==> config.mk <==
export PLATFORM = sky130hd
export DESIGN_NAME = ocf_machine_cycle
export DESIGN_NICKNAME = d
export VERILOG_FILES = /design/src/rtl/ocf_machine_cycle.sv
export SDC_FILE = /design/constraint.sdc
export NUM_CORES = 1
export LEC_CHECK = 0
export ABC_AREA = 1
export CAP_MARGIN = 25
export CORE_ASPECT_RATIO = 1.75
export CORE_MARGIN = 2
export CORE_UTILIZATION = 35
export CTS_CLUSTER_SIZE = 25
export DETAILED_ROUTE_END_ITERATION = 8
export GPL_ROUTABILITY_DRIVEN = 0
export PLACE_DENSITY = 0.79
export SYNTH_ARGS = -nofsm -noshare
export SYNTH_HDL_FRONTEND = slang
export SYNTH_SLANG_ARGS = --single-unit
==> constraint.sdc <==
create_clock -name clk -period 3.5 [get_ports clk]
set_input_delay 0.525 -clock clk [delete_from_list [all_inputs] [get_ports clk]]
set_output_delay 0.525 -clock clk [all_outputs]
set_load 0.01 [all_outputs]
==> src/rtl/ocf_machine_cycle.sv <==
// Z80 opcode-fetch (M1) machine cycle: address/strobe sequencing, wait-state
// handling, opcode capture and the refresh half-cycle, driven by the decoder.
module ocf_machine_cycle #(
  parameter int          EXTRA_WAIT = 0,
  parameter logic [7:0]  RST_OPCODE = 8'h00
) (
  input  logic        clk,
  input  logic        rst_L,
  input  logic        OCF_start,
  input  logic [15:0] PC,
  input  logic [15:0] IR,
  input  logic        WAIT_L,
  input  logic [7:0]  data_in,
  output logic [7:0]  opcode,
  output logic        OCF_done,
  output logic        OCF_bus,
  output logic [15:0] addr,
  output logic        M1_L,
  output logic        MREQ_L,
  output logic        RD_L,
  output logic        RFSH_L,
  output logic        R_inc
);

  typedef enum logic [2:0] {
    S_IDLE,
    S_T1,
    S_T2,
    S_TW,
    S_T3,
    S_T4
  } state_t;

  localparam logic [7:0] EXTRA_W = 8'(EXTRA_WAIT);

  state_t      state_reg;
  logic [15:0] addr_reg;
  logic [7:0]  opcode_reg;
  logic [7:0]  wait_cnt_reg;
  logic        stall;

  // Forced waits come first; WAIT_L can stretch the read phase indefinitely.
  assign stall = (wait_cnt_reg < EXTRA_W) || !WAIT_L;

  always_ff @(posedge clk or negedge rst_L) begin
    if (!rst_L) begin
      state_reg    <= S_IDLE;
      addr_reg     <= 16'h0000;
      opcode_reg   <= RST_OPCODE;
      wait_cnt_reg <= 8'h00;
    end else begin
      case (state_reg)
        S_IDLE: begin
          if (OCF_start) begin
            state_reg <= S_T1;
            addr_reg  <= PC;
          end
        end
        S_T1: state_reg <= S_T2;
        S_T2, S_TW: begin
          if (stall) begin
            state_reg <= S_TW;
            if (wait_cnt_reg != 8'hFF) wait_cnt_reg <= wait_cnt_reg + 8'd1;
          end else begin
            state_reg    <= S_T3;
            opcode_reg   <= data_in;
            addr_reg     <= IR;
            wait_cnt_reg <= 8'h00;
          end
        end
        S_T3: state_reg <= S_T4;
        S_T4: begin
          // Back-to-back fetch skips IDLE entirely.
          if (OCF_start) begin
            state_reg <= S_T1;
            addr_reg  <= PC;
          end else begin
            state_reg <= S_IDLE;
          end
        end
        default: state_reg <= S_IDLE;
      endcase
    end
  end

  // Outputs depend only on registered state, never directly on inputs.
  logic read_phase;
  logic rfsh_phase;

  assign read_phase = (state_reg == S_T1) || (state_reg == S_T2) || (state_reg == S_TW);
  assign rfsh_phase = (state_reg == S_T3) || (state_reg == S_T4);

  assign opcode   = opcode_reg;
  assign addr     = addr_reg;
  assign OCF_bus  = (state_reg != S_IDLE);
  assign OCF_done = (state_reg == S_T4);
  assign R_inc    = (state_reg == S_T4);
  assign M1_L     = !read_phase;
  assign RD_L     = !read_phase;
  assign MREQ_L   = !(read_phase || (state_reg == S_T3));
  assign RFSH_L   = !rfsh_phase;

endmodule
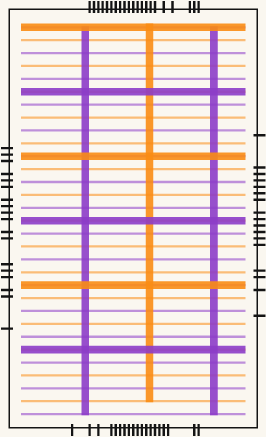
**Above:** run 1 (power grid).
Pins as bars on the die edge.
legend:
  purple:
    net: VSS
  orange:
    net: VDD
met1 rails: 31
met5 straps: 6
signal pins: 75
Max VDD drop: 0.557 mV
Die X: 52.0 µm

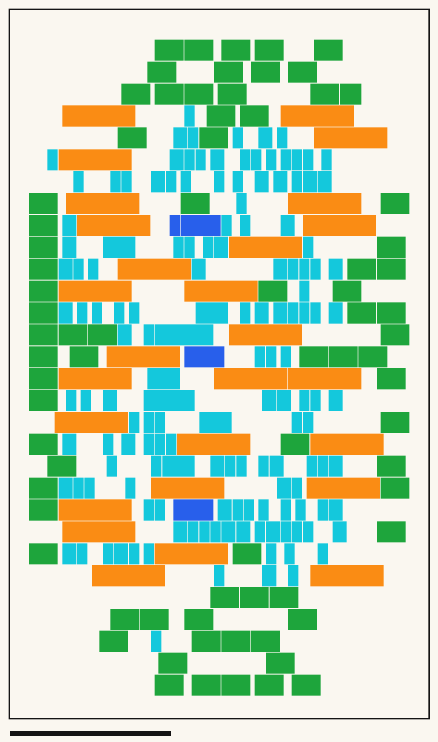
**Above:** run 1 (placement by cell class).
The bar under the picture is 20 µm long.
legend:
  cyan:
    class: remaining logic cells
    cells: 146
    share_of_their_area: 31%
  green:
    class: remaining buffers and delay cells
    cells: 75
    share_of_their_area: 35%
  orange:
    class: registers
    cells: 27
    share_of_their_area: 32%
  blue:
    class: clock drivers and dummy loads
    cells: 4
    share_of_their_area: 2.1%
Final Util: 56.9%
Seq/total area: 30.7%

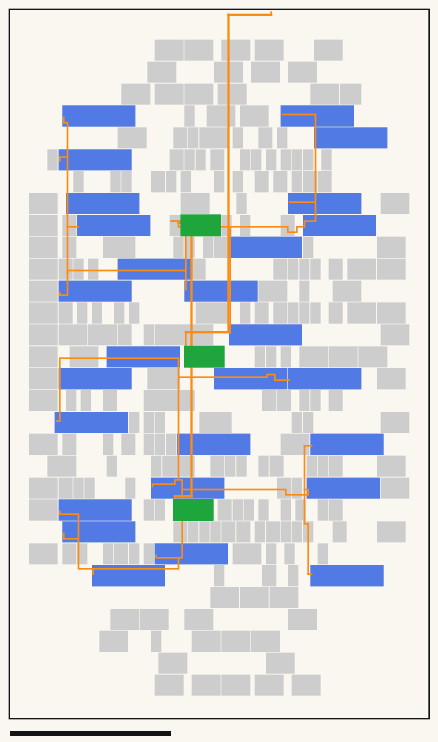
**Above:** run 1 (clock network drawn from the DEF).
The bar under the picture is 20 µm long.
legend:
  blue:
    item: flip-flops
    count: 27
  orange:
    item: clock wires
    length: 336 µm
  green:
    item: clock-net drivers
    count: 3
routed clock nets: 4
clock-net power: 176 µW
clk_skew: 0.00716 ns
Clock Power Share: 9.7%

==> reports/results.txt, run 1 <==
status: complete, no violations
final instance area: 2200 µm²
CTS H-tree depth: 1
Critical Path Sink: OCF_done
Largest stage delay, worst path: 0.55 ns
Num CTS Buffers: 3
fin cells: 300
P&R area growth vs syn: 55.9%
Pint: 1.05 mW
die area: 4570 µm²
CTS root buf: clkbuf_8
CP startpoint kind: flip-flop
Hold Slack: 0.476 ns
# DRC: 0
layout cell share with drive strength beyond 1: 5.56%
simple-gate area share of the yosys netlist: 44.3%
Comb gates: 138
setup TNS: 0 ns
Top Layout Cells: nand2_1, clkdlybuf4s50_1, nand3_1
RR Endpoint: addr[1]
most frequent cell after synthesis: nand2_1
final worst setup slack: 1.24 ns
Pins Over Slew Limit: 0
slowest stage cell on the critical path: clkdlybuf4s50_1
CTS tree: built
Top logic family: simple AND/OR/NAND/NOR gates
CP cell instances: inv_2 -> nand3_4 -> inv_1 -> clkdlybuf4s50_1
Crit Path Max Fanout: 19
reg2reg path depth: 7
M3 GR Usage: 1.54%
Layout Nets: 297
# Cells Yosys: 183
Power Total: 1.81 mW
CP arrival: 1.74 ns
flop count: 27
number of non-clock inverters: 8
Hold Violations, Final: 0
Post-Syn Area per Cell: 7.71 µm²
synthesized area: 1410 µm²
largest net degree at the start of global routing: 28
WP data required: 2.97 ns
Clock Path Buffers: 2
Non-CTS buffers: 75
ao+oa area frac: 1.06%
Slew HR: 70.1%
min Tclk post-route: 2.26 ns
via total after detailed routing: 1,424
NetSw: 754 µW
Reg clk slew, reported paths: 0.09 ns
FF/Latch Area: 676 µm²
Leakage: 1.08 nW
crit share post-route: 64.7%
max-cap violations: 0
cell count after synthesis: 183
Area contributors post-synth: dfrtp_1, nand2_1, nand3_1
GRT met2 Usage: 33.8%
M1 GR Usage: 18.5%
wire length per cell: 12.5 µm
Worst Hold Depth: 2
**Run 1: clock routing**

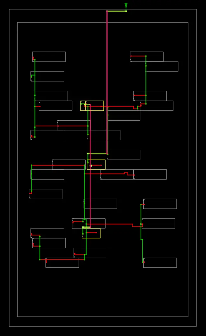

==> run 2: changes to the inputs <==
--- a/config.mk
+++ b/config.mk
@@ -13,7 +13,7 @@
 export CTS_CLUSTER_SIZE = 25
 export DETAILED_ROUTE_END_ITERATION = 8
 export GPL_ROUTABILITY_DRIVEN = 0
-export PLACE_DENSITY = 0.79
+export PLACE_DENSITY = 0.82
 export SYNTH_ARGS = -nofsm -noshare
 export SYNTH_HDL_FRONTEND = slang
 export SYNTH_SLANG_ARGS = --single-unit
==> constraint.sdc (replaced) <==
create_clock -name clk -period 2 [get_ports clk]
set_input_delay 0.3 -clock clk [delete_from_list [all_inputs] [get_ports clk]]
set_output_delay 0.3 -clock clk [all_outputs]
set_load 0.01 [all_outputs]
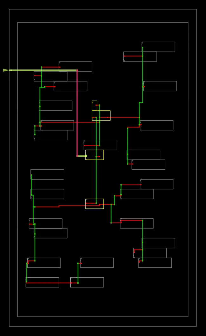
**Above:** run 2 (clock routing).
clock buffers: 4
Num CTS Buffers: 3
clock-net power: 301 µW

==> run 2 against run 1 <==
Effect of this change: clock power rose by 71%; register-to-register slack lost 1.6 ns; global-route usage down 1.1 points; final area rose by 1.5%; area after synthesis did not move; synthesized cell count did not move; non-clock buffer count grew 4; sequential share of layout area fell by 0.45 points; critical path type unchanged; largest cell class unchanged; largest power group unchanged.
==> reports/results.txt, run 2 <==
status: complete, no violations
CTS root buf: clkbuf_8
Pins Over Slew Limit: 0 (unchanged)
Non-CTS buffers: 79 (+5.3%)
logic gate share of total power: 60.2%
Critical Path Sink: MREQ_L
initial antenna violation count: 0
Comb gates: 138 (unchanged)
flop count: 27 (unchanged)
Clock Power Share: 9.4% (-0.3 points)
Final Util: 57.7% (+0.84 points)
Seq/total area: 30.3% (-0.45 points)
die area: 4570 µm² (unchanged)
CTS tree: built
crit share post-route: 95.0%
CP cell instances: nor2_4 -> nor2_1 -> nor2_1 -> clkdlybuf4s50_1
cell count after synthesis: 183 (unchanged)
layout cell share with drive strength beyond 1: 7.03% (+1.5 points)
clk_skew: 0.00180 ns (-0.00537 ns)
Largest stage delay, worst path: 0.54 ns (about the same)
CP arrival: 1.60 ns (-0.14 ns)
simple-gate area share of the yosys netlist: 44.3% (unchanged)
max-cap violations: 0 (unchanged)
Crit Path Max Fanout: 3 (-16)
P&R area growth vs syn: 58.2%
starting DRC count in detailed routing: 23
WP data required: 1.70 ns (-1.27 ns)
min Tclk post-route: 1.90 ns
CP startpoint kind: flip-flop
GRT met2 Usage: 33.1% (-0.69 points)
slowest stage cell on the critical path: clkdlybuf4s50_1
FF/Latch Area: 676 µm² (unchanged)
ao+oa area frac: 1.06% (unchanged)
multi-input combinational area share: 28.7%
Routed WL: 3.70 mm
non-clk buf share: 35.0%
NetSw: 1.33 mW (+76%)
fin cells: 304 (+1.3%)
family with the most delay on the worst path: buffers and inverters
Top Layout Cells: nand2_1, clkdlybuf4s50_1, nand3_1
Die X: 52.0 µm (unchanged)
RR Endpoint: addr[7]
Reg clk slew, reported paths: 0.09 ns (about the same)
final instance area: 2230 µm² (+1.5%)
via total after detailed routing: 1,420 (-0.28%)
largest net degree at the start of global routing: 28 (unchanged)
# DRC: 0 (unchanged)
Top logic family: simple AND/OR/NAND/NOR gates
Fillers: 355
first-pass GRT wire length: 5.75 mm
Hold Violations, Final: 0 (unchanged)
Total GRT Usage: 16.5%
Pint: 1.87 mW (+78%)
final worst setup slack: 0.101 ns (-1.14 ns)
Slew HR: 77.7% (+7.6 points)
M1 GR Usage: 16.4% (-2.1 points)
Area contributors post-synth: dfrtp_1, nand2_1, nand3_1
synthesized area: 1410 µm² (unchanged)
number of non-clock inverters: 8 (unchanged)
Leakage: 1.11 nW (+1.9%)
setup TNS: 0 ns (unchanged)
Power Total: 3.20 mW (+77%)
Post-Syn Area per Cell: 7.71 µm² (unchanged)
# Cells Yosys: 183 (unchanged)
tapcell count: 48
Clock Path Buffers: 2 (unchanged)
Layout Nets: 301 (+1.3%)
Log Warnings: 26
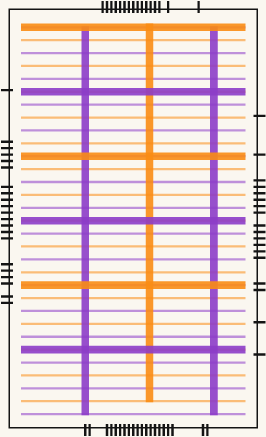
**Above:** run 2 (power grid).
Pins as bars on the die edge.
legend:
  purple:
    net: VSS
  orange:
    net: VDD
rows: 30
met5 straps: 6
met4 straps: 3
met1 rails: 31
Max VDD drop: 0.913 mV
Die Y-Extent: 88.0 µm
core area: 3870 µm²

Power and IR drop assume default switching activity.
